File: src/rtl/mips16_pkg.sv
// Shared definitions for the mips16 retire-trace unit.
// Opcode/funct values recognised by the classifier, trace class encodings,
// FSM states and the default trace entry width {class, pc, instr}.
package mips16_pkg;

    localparam int INSTR_W = 32;
    localparam int CLS_W   = 3;
    localparam int TRACE_W = CLS_W + 32 + INSTR_W;

    // Primary opcodes (instr[31:26])
    localparam logic [5:0] OP_RTYPE = 6'h00;
    localparam logic [5:0] OP_J     = 6'h02;
    localparam logic [5:0] OP_JAL   = 6'h03;
    localparam logic [5:0] OP_BEQ   = 6'h04;
    localparam logic [5:0] OP_BNE   = 6'h05;
    localparam logic [5:0] OP_SHL   = 6'h06;
    localparam logic [5:0] OP_SHR   = 6'h07;
    localparam logic [5:0] OP_ADDI  = 6'h08;
    localparam logic [5:0] OP_SLTI  = 6'h0a;
    localparam logic [5:0] OP_ANDI  = 6'h0c;
    localparam logic [5:0] OP_ORI   = 6'h0d;
    localparam logic [5:0] OP_LI    = 6'h0f;
    localparam logic [5:0] OP_LW    = 6'h23;
    localparam logic [5:0] OP_SW    = 6'h2b;

    // R-type function codes (instr[9:4] in this core)
    localparam logic [5:0] FN_ADD  = 6'h20;
    localparam logic [5:0] FN_ADDU = 6'h21;
    localparam logic [5:0] FN_SUB  = 6'h23;
    localparam logic [5:0] FN_OR   = 6'h25;
    localparam logic [5:0] FN_SLT  = 6'h30;

    typedef enum logic [2:0] {
        CLS_RTYPE  = 3'd0,
        CLS_IMMALU = 3'd1,
        CLS_LOAD   = 3'd2,
        CLS_STORE  = 3'd3,
        CLS_BRANCH = 3'd4,
        CLS_SHIFT  = 3'd5,
        CLS_LI     = 3'd6,
        CLS_JUMP   = 3'd7
    } trace_class_e;

    typedef enum logic [1:0] {
        ST_RUN   = 2'd0,
        ST_DRAIN = 2'd1,
        ST_DONE  = 2'd2
    } trace_state_e;

    typedef struct packed {
        logic         known;
        trace_class_e cls;
    } decode_t;

endpackage

File: src/rtl/mips16_trace_unit_if.sv
// Retire/trace bus of the mips16 trace unit.
//   master: core + trace consumer side (drives retire_* and trace_ready)
//   slave : trace unit (drives trace_valid / trace_data)
interface mips16_trace_unit_if #(
    parameter int PC_W = 32
);
    logic                   retire_valid;
    logic [PC_W-1:0]        retire_pc;
    logic [31:0]            retire_instr;
    logic                   trace_ready;
    logic                   trace_valid;
    logic [3+PC_W+32-1:0]   trace_data;

    modport master (
        output retire_valid, retire_pc, retire_instr, trace_ready,
        input  trace_valid, trace_data
    );

    modport slave (
        input  retire_valid, retire_pc, retire_instr, trace_ready,
        output trace_valid, trace_data
    );
endinterface

File: src/rtl/mips16_trace_fifo.sv
// Show-ahead trace FIFO, DEPTH x WIDTH.
// Ports: clock, reset (sync, active-high), push/wdata, pop (ignored when empty),
//        rdata (head entry), empty, count, drop (pulse: a push lost an entry).
// When full and pushed without a simultaneous pop, OVERWRITE=0 drops the new
// entry and OVERWRITE=1 discards the oldest one instead.
module mips16_trace_fifo #(
    parameter int DEPTH     = 16,
    parameter int WIDTH     = 67,
    parameter bit OVERWRITE = 1'b0,
    localparam int AW       = $clog2(DEPTH),
    localparam int CW       = AW + 1
) (
    input  logic             clock,
    input  logic             reset,
    input  logic             push,
    input  logic [WIDTH-1:0] wdata,
    input  logic             pop,
    output logic [WIDTH-1:0] rdata,
    output logic             empty,
    output logic [CW-1:0]    count,
    output logic             drop
);

    logic [WIDTH-1:0] mem_r [DEPTH];
    logic [AW-1:0]    wr_ptr_r;
    logic [AW-1:0]    rd_ptr_r;
    logic [CW-1:0]    count_r;
    logic             full_s;
    logic             pop_ok_s;
    logic             wr_en_s;
    logic             rd_adv_s;
    logic             drop_s;

    // Resolve push/pop into write, read-advance and drop for this cycle
    always_comb begin
        full_s   = (count_r == CW'(DEPTH));
        pop_ok_s = pop && (count_r != '0);
        wr_en_s  = 1'b0;
        rd_adv_s = pop_ok_s;
        drop_s   = 1'b0;
        if (push) begin
            if (full_s && !pop_ok_s) begin
                drop_s = 1'b1;
                if (OVERWRITE) begin
                    wr_en_s  = 1'b1;
                    rd_adv_s = 1'b1;
                end else begin
                    wr_en_s = 1'b0;
                end
            end else begin
                wr_en_s = 1'b1;
            end
        end else begin
            wr_en_s = 1'b0;
        end
    end

    // Entry storage; contents are don't-care until written
    always_ff @(posedge clock) begin
        if (wr_en_s) begin
            mem_r[wr_ptr_r] <= wdata;
        end
    end

    // Pointers (wrap mod DEPTH through their width) and occupancy
    always_ff @(posedge clock) begin
        if (reset) begin
            wr_ptr_r <= '0;
            rd_ptr_r <= '0;
            count_r  <= '0;
        end else begin
            if (wr_en_s) wr_ptr_r <= wr_ptr_r + AW'(1);
            if (rd_adv_s) rd_ptr_r <= rd_ptr_r + AW'(1);
            case ({wr_en_s, rd_adv_s})
                2'b10:   count_r <= count_r + CW'(1);
                2'b01:   count_r <= count_r - CW'(1);
                default: count_r <= count_r;
            endcase
        end
    end

    assign rdata = mem_r[rd_ptr_r];
    assign empty = (count_r == '0);
    assign count = count_r;
    assign drop  = drop_s;

endmodule

File: src/rtl/mips16_trace_unit.sv
// Retire-trace and halt monitor for the mips16 core.
// Ports: clock, reset (sync, active-high), bus (retire in / trace out, slave),
//        class_counts (8 saturating counters, class k at [k*CNT_W +: CNT_W]),
//        cycle_count (RUN cycles), drop_count (lost entries), illegal (sticky),
//        halted (sticky), done (halted and drained).
module mips16_trace_unit
    import mips16_pkg::*;
#(
    parameter int              PC_W      = 32,
    parameter int              DEPTH     = 16,
    parameter int              CNT_W     = 16,
    parameter logic [PC_W-1:0] HALT_PC   = PC_W'(32'hffff),
    parameter bit              OVERWRITE = 1'b0
) (
    input  logic                 clock,
    input  logic                 reset,
    mips16_trace_unit_if.slave   bus,
    output logic [8*CNT_W-1:0]   class_counts,
    output logic [CNT_W-1:0]     cycle_count,
    output logic [CNT_W-1:0]     drop_count,
    output logic                 illegal,
    output logic                 halted,
    output logic                 done
);

    localparam int TW = CLS_W + PC_W + INSTR_W;
    localparam int CW = $clog2(DEPTH) + 1;

    function automatic decode_t decode(input logic [31:0] instr);
        decode_t d;
        d.known = 1'b1;
        d.cls   = CLS_RTYPE;
        case (instr[31:26])
            OP_RTYPE: begin
                case (instr[9:4])
                    FN_ADD, FN_ADDU, FN_SUB, FN_OR, FN_SLT: d.cls = CLS_RTYPE;
                    default:                                d.known = 1'b0;
                endcase
            end
            OP_ADDI, OP_SLTI, OP_ANDI, OP_ORI: d.cls = CLS_IMMALU;
            OP_LW:                             d.cls = CLS_LOAD;
            OP_SW:                             d.cls = CLS_STORE;
            OP_BEQ, OP_BNE:                    d.cls = CLS_BRANCH;
            OP_SHL, OP_SHR:                    d.cls = CLS_SHIFT;
            OP_LI:                             d.cls = CLS_LI;
            OP_J, OP_JAL:                      d.cls = CLS_JUMP;
            default:                           d.known = 1'b0;
        endcase
        // Unknown encodings are traced as class 0
        if (!d.known) d.cls = CLS_RTYPE;
        return d;
    endfunction

    function automatic logic [CNT_W-1:0] sat_inc(input logic [CNT_W-1:0] v);
        if (&v) return v;
        else    return v + CNT_W'(1);
    endfunction

    trace_state_e     state_r;
    logic [CNT_W-1:0] cls_cnt_r [8];
    logic [CNT_W-1:0] cycle_r;
    logic [CNT_W-1:0] drop_r;
    logic             illegal_r;
    logic             halted_r;
    logic             done_r;

    decode_t          decode_s;
    logic             is_halt_s;
    logic             push_s;
    logic [TW-1:0]    entry_s;
    logic             fifo_empty_s;
    logic             fifo_drop_s;
    logic [CW-1:0]    fifo_count_s;

    // Classify the retiring instruction and form the trace entry
    always_comb begin
        decode_s  = decode(bus.retire_instr);
        is_halt_s = (bus.retire_pc == HALT_PC);
        entry_s   = {decode_s.cls, bus.retire_pc, bus.retire_instr};
        if ((state_r == ST_RUN) && bus.retire_valid && !is_halt_s) begin
            push_s = 1'b1;
        end else begin
            push_s = 1'b0;
        end
    end

    mips16_trace_fifo #(
        .DEPTH     (DEPTH),
        .WIDTH     (TW),
        .OVERWRITE (OVERWRITE)
    ) u_fifo (
        .clock (clock),
        .reset (reset),
        .push  (push_s),
        .wdata (entry_s),
        .pop   (bus.trace_ready),
        .rdata (bus.trace_data),
        .empty (fifo_empty_s),
        .count (fifo_count_s),
        .drop  (fifo_drop_s)
    );

    // RUN/DRAIN/DONE sequencing with its counters and sticky flags
    always_ff @(posedge clock) begin
        if (reset) begin
            state_r   <= ST_RUN;
            cycle_r   <= '0;
            drop_r    <= '0;
            illegal_r <= 1'b0;
            halted_r  <= 1'b0;
            done_r    <= 1'b0;
            for (int k = 0; k < 8; k++) cls_cnt_r[k] <= '0;
        end else begin
            case (state_r)
                ST_RUN: begin
                    // The halt cycle itself still counts as a RUN cycle
                    cycle_r <= sat_inc(cycle_r);
                    if (bus.retire_valid) begin
                        if (is_halt_s) begin
                            halted_r <= 1'b1;
                            state_r  <= ST_DRAIN;
                        end else if (decode_s.known) begin
                            cls_cnt_r[decode_s.cls] <= sat_inc(cls_cnt_r[decode_s.cls]);
                        end else begin
                            illegal_r <= 1'b1;
                        end
                    end
                end
                ST_DRAIN: begin
                    if (fifo_empty_s) begin
                        state_r <= ST_DONE;
                        done_r  <= 1'b1;
                    end
                end
                ST_DONE: begin
                    done_r <= 1'b1;
                end
                default: begin
                    state_r <= ST_RUN;
                end
            endcase
            if (fifo_drop_s) drop_r <= sat_inc(drop_r);
        end
    end

    // Flatten the per-class counters onto the output bus
    always_comb begin
        class_counts = '0;
        for (int k = 0; k < 8; k++) class_counts[k*CNT_W +: CNT_W] = cls_cnt_r[k];
    end

    assign bus.trace_valid = (fifo_count_s != '0);
    assign cycle_count     = cycle_r;
    assign drop_count      = drop_r;
    assign illegal         = illegal_r;
    assign halted          = halted_r;
    assign done            = done_r;

endmodule

File: src/flat_wrapper.sv
// flat-port wrapper written by rule: the top's interface ports become plain ports
module mips16_trace_unit_flat import mips16_pkg::*;
#(
    parameter int              PC_W      = 32,
    parameter int              DEPTH     = 16,
    parameter int              CNT_W     = 16,
    parameter logic [PC_W-1:0] HALT_PC   = PC_W'(32'hffff),
    parameter bit              OVERWRITE = 1'b0
)
  (clock, reset, class_counts, cycle_count, drop_count, illegal, halted, done, bus_retire_valid, bus_retire_pc, bus_retire_instr, bus_trace_ready, bus_trace_valid, bus_trace_data);
  mips16_trace_unit_if #(.PC_W(PC_W)) bus_i ();
  input  logic clock;
  input  logic reset;
  output logic [8*CNT_W-1:0] class_counts;
  output logic [CNT_W-1:0] cycle_count;
  output logic [CNT_W-1:0] drop_count;
  output logic illegal;
  output logic halted;
  output logic done;
  input wire logic [$bits(bus_i.retire_valid)-1:0] bus_retire_valid;
  input wire logic [$bits(bus_i.retire_pc)-1:0] bus_retire_pc;
  input wire logic [$bits(bus_i.retire_instr)-1:0] bus_retire_instr;
  input wire logic [$bits(bus_i.trace_ready)-1:0] bus_trace_ready;
  output wire logic [$bits(bus_i.trace_valid)-1:0] bus_trace_valid;
  output wire logic [$bits(bus_i.trace_data)-1:0] bus_trace_data;
  assign bus_i.retire_valid = bus_retire_valid;
  assign bus_i.retire_pc = bus_retire_pc;
  assign bus_i.retire_instr = bus_retire_instr;
  assign bus_i.trace_ready = bus_trace_ready;
  assign bus_trace_valid = bus_i.trace_valid;
  assign bus_trace_data = bus_i.trace_data;
  mips16_trace_unit #(.PC_W(PC_W), .DEPTH(DEPTH), .CNT_W(CNT_W), .HALT_PC(HALT_PC), .OVERWRITE(OVERWRITE)) u_core (.clock(clock), .reset(reset), .bus(bus_i), .class_counts(class_counts), .cycle_count(cycle_count), .drop_count(drop_count), .illegal(illegal), .halted(halted), .done(done));
endmodule
File: config.mk
export PLATFORM = sky130hd
export DESIGN_NAME = mips16_trace_unit_flat
export DESIGN_NICKNAME = d
export VERILOG_FILES = /design/src/rtl/mips16_pkg.sv /design/src/rtl/mips16_trace_unit_if.sv /design/src/rtl/mips16_trace_fifo.sv /design/src/rtl/mips16_trace_unit.sv /design/src/flat_wrapper.sv
export SDC_FILE = /design/constraint.sdc
export NUM_CORES = 1
export LEC_CHECK = 0
export CAP_MARGIN = 20
export CORE_UTILIZATION = 64
export CTS_CLUSTER_SIZE = 16
export DETAILED_ROUTE_END_ITERATION = 12
export PLACE_DENSITY_LB_ADDON = 0.25
export SYNTH_ARGS = -nofsm -noshare
export SYNTH_HDL_FRONTEND = slang
export SYNTH_SLANG_ARGS = --single-unit
File: constraint.sdc
create_clock -name clock -period 12 [get_ports clock]
set_clock_uncertainty 0.2 [all_clocks]
set_input_delay 1.2 -clock clock [delete_from_list [all_inputs] [get_ports clock]]
set_output_delay 1.2 -clock clock [all_outputs]
set_load 0.02 [all_outputs]
**Run 1: sequential cells colored by netlist name**

Scale bar: 100 um. Other sequential cells in the stronger gray, the rest of the logic in the fainter gray.
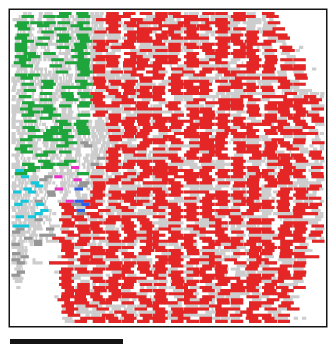
- magenta: u_core.u_fifo.count (flops 5; where left middle)
- cyan: u_core.cycle_count (flops 16; where left middle)
- green: u_core.cls_cnt_r (flops 128)
- red: u_core.u_fifo.mem_r (flops 1,072)
- blue: u_core.u_fifo.rd_ptr_r (flops 4; where left middle)
- not colored: 29
seq pwr: 5.02 mW
fin util: 0.755
Seq. cell area: 37,100 sq um

**Run 1: selected gate families**

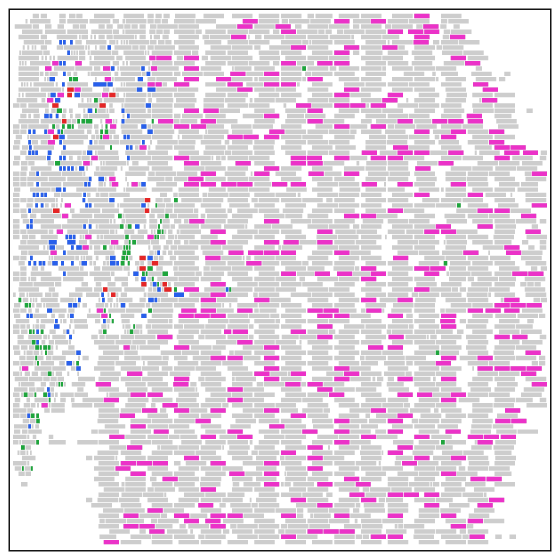
- magenta: mux cells (cells 373; where all over the die)
- blue: aoi and oai cells (cells 145)
- green: nand cells (cells 94)
- red: non-inverting ao/oa cells (cells 18)
logic share of the area: 0.201
most numerous logic cell after layout: edfxtp_1

**Run 1: the metal 4 layer**

Scale bar: 100 um.
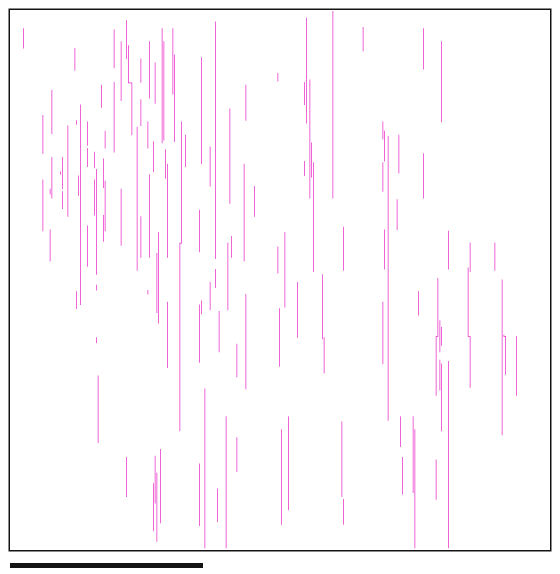
- nets with wire on the layer: 90
- wire length on this layer: 4,100 um
final WL: 128,000 um
Vias: 26,573

**Run 1: track usage over the die**

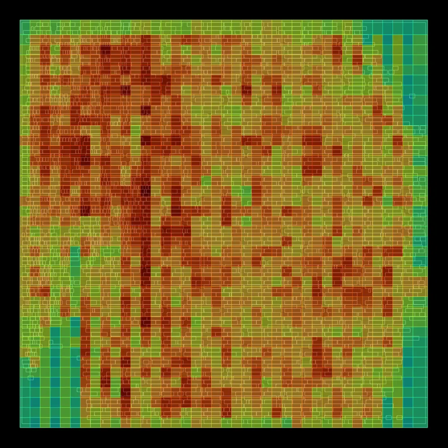
Avg WL per Cell: 33.5 um
Global Route met3 Usage: 0.0700

==> GITHUB_STEP_SUMMARY, run 1 <==
### Metrics collected by this job

| Metric | Value |
|---|---|
| Largest net degree at the start of global routing | 171 |
| Worst path depth | 13 |
| H-tree depth | 3 |
| N_diodes | 2 |
| Yosys synthesis chip area | ~49,000 sq um |
| Arrival time worst endpoint | approximately 7.3 ns |
| CP cell instances | clkdlybuf4s50_1 -> and3_1 -> nor3_2 -> or3_1 -> buf_4 -> inv_4 -> mux2_2 -> a211oi_2 -> ha_1 -> nand4_1 -> nor4_4 -> mux2i_1 -> nor2_1 |
| # fillers | slightly below 4,000 |
| TritonCTS clock tree | done |
| Max-slew violations | 0 |
| Min cycle time layout | between 7 and 8 ns |
| Inst Count DP | 3,604 |
| Flip-flops with a built-in enable | around 1,200 |
| Maxcap violations | 0 |
| Worst-Margin Slew | roughly 1.2 ns |
| Top power group | sequential cells |
| Max reg flops | 1,072 |
| Worst EP required | roughly 12 ns |
| Post-CTS Setup Bufs | 0 |
| WL met1 | between 40,000 and 50,000 um |
| Multi-input gates | between 900 and 1,000 |
| CTS Hold Buffers Added | 0 |
| Setup crit end kind | flip-flop |
| Status | finished clean |
| PwrDens | approximately 190 nW/um^2 |
| Synthesized cell area | around 49,000 sq um |
| Adders+Majority by Area | 0.00321 |
| Top sig layer | met5 |
| Peak VDD IR | about 0.17 mV |
| Core area | 75,900 sq um |
| Netlist cell types | about 70 |
| Comb. cell area | 11,500 sq um |
| CTS sink count | approximately 1,300 |
| Ys async rst share | 0 |
| Flop count | 1,254 |
| Final hold violations | 0 |
**Run 1: wiring by layer**

Only two layers are drawn.
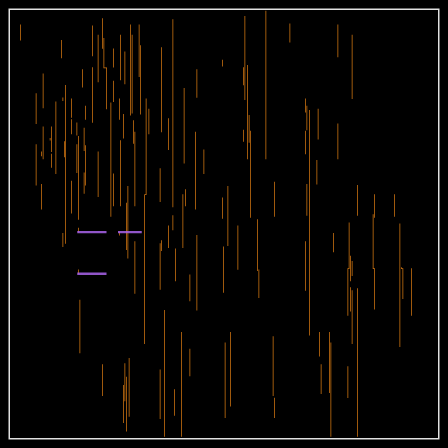

## Run 2: what changed since run 1
- CORE_UTILIZATION: 64 -> 59
- clock period: 12 -> 6.7 ns (I/O delays scaled with it)
**Run 2: wiring by layer**

Only two layers are drawn.
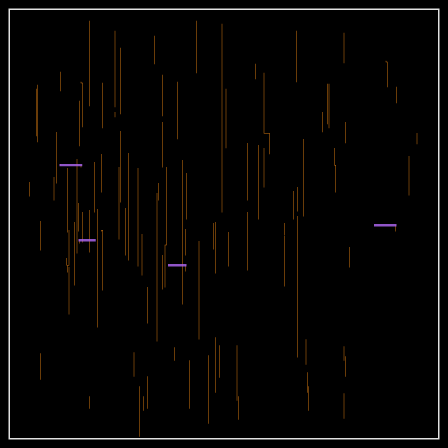
- orange: M4 (wire length 3,130 um)
- purple: M5 (wire length 48.8 um)
final WL: 126,000 um
Avg WL per Cell: 32.3 um
total track usage: 0.300
Vias: 26,072

==> run 2 against run 1 <==
  * Clock power increased by 87%
  * Worst hold slack improved by 0.015 ns
  * Design area increased by 0.91%
  * Largest cell class unchanged
  * Flip-flop count unchanged
  * Final cell count increased by 1.8%
  * Sequential share of layout area decreased by 0.59 points
  * First-iteration DRC count decreased by 0.70%
  * Setup slack got worse by 3.3 ns
  * Largest power group unchanged
  * Synthesized area unchanged
==> GITHUB_STEP_SUMMARY, run 2 <==
### Metrics collected by this job

| Metric | Value |
|---|---|
| R2r setup slk | approximately 2.4 ns |
| Pleak | approximately 18 nW |
| TritonCTS clock tree | done |
| WHS Path Cells | 2 |
| First-pass GRT wire length | 183,000 um |
| Worst EP required | 6.91 ns (-5.29 ns) |
| Dominant kind of combinational cell | multiplexers |
| Top Ports | between 200 and 300 |
| Biggest regs | u_core.u_fifo.mem_r (1072), u_core.cls_cnt_r (128) |
| Fin util | 0.704 (-0.0514) |
| Post-CTS Setup Bufs | 0 (unchanged) |
| Arrival time worst endpoint | 5.26 ns (-2.00 ns) |
| Max-slew violations | 0 (unchanged) |
| CTS Hold Buffers Added | 0 (unchanged) |
| Synthesized cell area | 49,200 sq um (unchanged) |
| Hold Path End | u_core.done |
| Met2 Use GR | 0.509 |
| Core area | 82,200 sq um (+8.3%) |
| Dominant cells by area after synthesis | edfxtp_1 (73%), mux4_2 (15%), dfxtp_1 (2.2%) |
| Min-delay src | u_core.done |
| Yosys simple share | 0.0388 |
| CP Capture Point | u_core.cls_cnt_r[7][10] |
| Final nets | ~2,800 |
| NonClk Buf Share | 0.0637 |
| Setup crit end kind | flip-flop |
| Insertion delay at the late pin of the worst-skew pair | about 0.68 ns |
| Yosys synthesis chip area | 49,200 sq um (unchanged) |
| Worst-Margin Slew | 1.14 ns (-0.0311 ns) |
| Hold WS | 0.263 ns |
| WL met1 | 44,300 um (-1.9%) |
| Top sig layer | met5 |
| RD Place Congestion | slightly below 0.9 |
| Top cell category | flip-flops and latches |
| Yosys top cell by instances | edfxtp_1 |
| Clock group total power | 7.08 mW |
| Final hold violations | 0 (unchanged) |
| Synth Area per Inst | around 21 sq um |
| FP Core Util | 0.598 |
| Antenna viol nets, final | 0 |
| # fillers | 4,841 (+23%) |
| Tapcells | roughly 1,100 |
| XOR/XNOR Area Share | 0.00657 |
| Inst Count DP | 3,677 (+2.0%) |
| Worst path depth | 13 (unchanged) |
| Met1 GRT Util | 0.386 |
| Most numerous logic cell after layout | edfxtp_1 |
| Clock transition at the registers of the reported paths | approximately 0.060 ns |
| Cycle use final | 0.754 |
| HPWL Detailed | 68,400 um |
| Setup_tns | 0 ns |
| Global route overflow | 0 |
| Internal Power | around 15 mW |
| Vias per cell | about 6.7 |
| Mux share | 0.161 |
| Seq. cell area | 37,100 sq um (unchanged) |
| Ys async rst share | 0 (unchanged) |
| Most common logic cells in the final layout | edfxtp_1 (1,200), mux4_2 (335), clkdlybuf4s50_1 (296), nor2_1 (153), clkbuf_16 (122) |
| Status | finished clean |
| Max reg flops | 1,072 (unchanged) |
| H-tree depth | 3 (unchanged) |
| Met2 Wirelength | ~64,000 um |
| Comb. cell area | 11,500 sq um (about the same) |
| P_sw | between 4 and 5 mW |
| Min cycle time layout | between 5 and 6 ns |
| Adders+Majority by Area | 0.00321 (unchanged) |
| Reg-to-reg endpoint | u_core.u_fifo.mem_r[7][25] |
| CP cell instances | clkdlybuf4s50_1 -> buf_4 -> and3_1 -> nor3_2 -> or3_1 -> inv_4 -> mux2_2 -> a211oi_4 -> ha_1 -> nand4_1 -> or4_1 -> nand3_1 -> a21oi_1 |
| Critical Path Source Type | input pin |
| Ys flops | between 1,000 and 1,500 |
| Register area share after synthesis | 0.755 |
| Peak VDD IR | 0.246 mV (+49%) |
| Vias in the first global route | ~27,000 |
| Maxcap violations | 0 (unchanged) |
| Flop count | 1,254 (unchanged) |
| Largest net degree at the start of global routing | 109 (-36%) |
| Crit Path Max Fanout | 26 |
| Top power group | sequential cells |
| PwrDens | 341 nW/um^2 (+80%) |
| Compound-Gate Fraction of Synth Area | 0.0220 |
| N_diodes | 3 (+1) |
| CTS sink count | 1,254 (unchanged) |
| Flip-flops with a built-in enable | 1,200 (unchanged) |
| Seq pwr | 8.98 mW (+79%) |
| Fraction of area in registers | 0.642 |
| Global Route met3 Usage | 0.0799 (+0.00988) |
| DP Area | about 54,000 sq um |
| CTS Buf Count | approximately 120 |
| Netlist cell types | 70 (unchanged) |
| Count of non-CTS buffers in the layout | about 370 |
| Multi-input gates | 959 (unchanged) |
**Run 2: selected gate families**

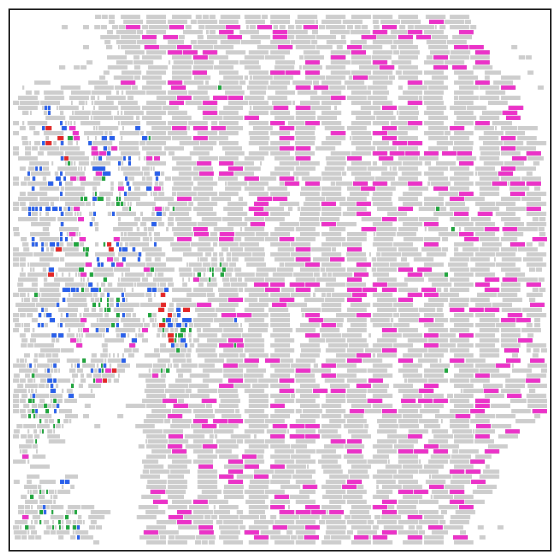
- blue: aoi and oai cells (cells 145)
- magenta: mux cells (cells 373; where all over the die)
- green: nand cells (cells 94)
- red: non-inverting ao/oa cells (cells 18; where left middle)
logic share of the area: 0.199
Layout Cells excl Fill: 3,902

Power is estimated from default activity; no workload was simulated.
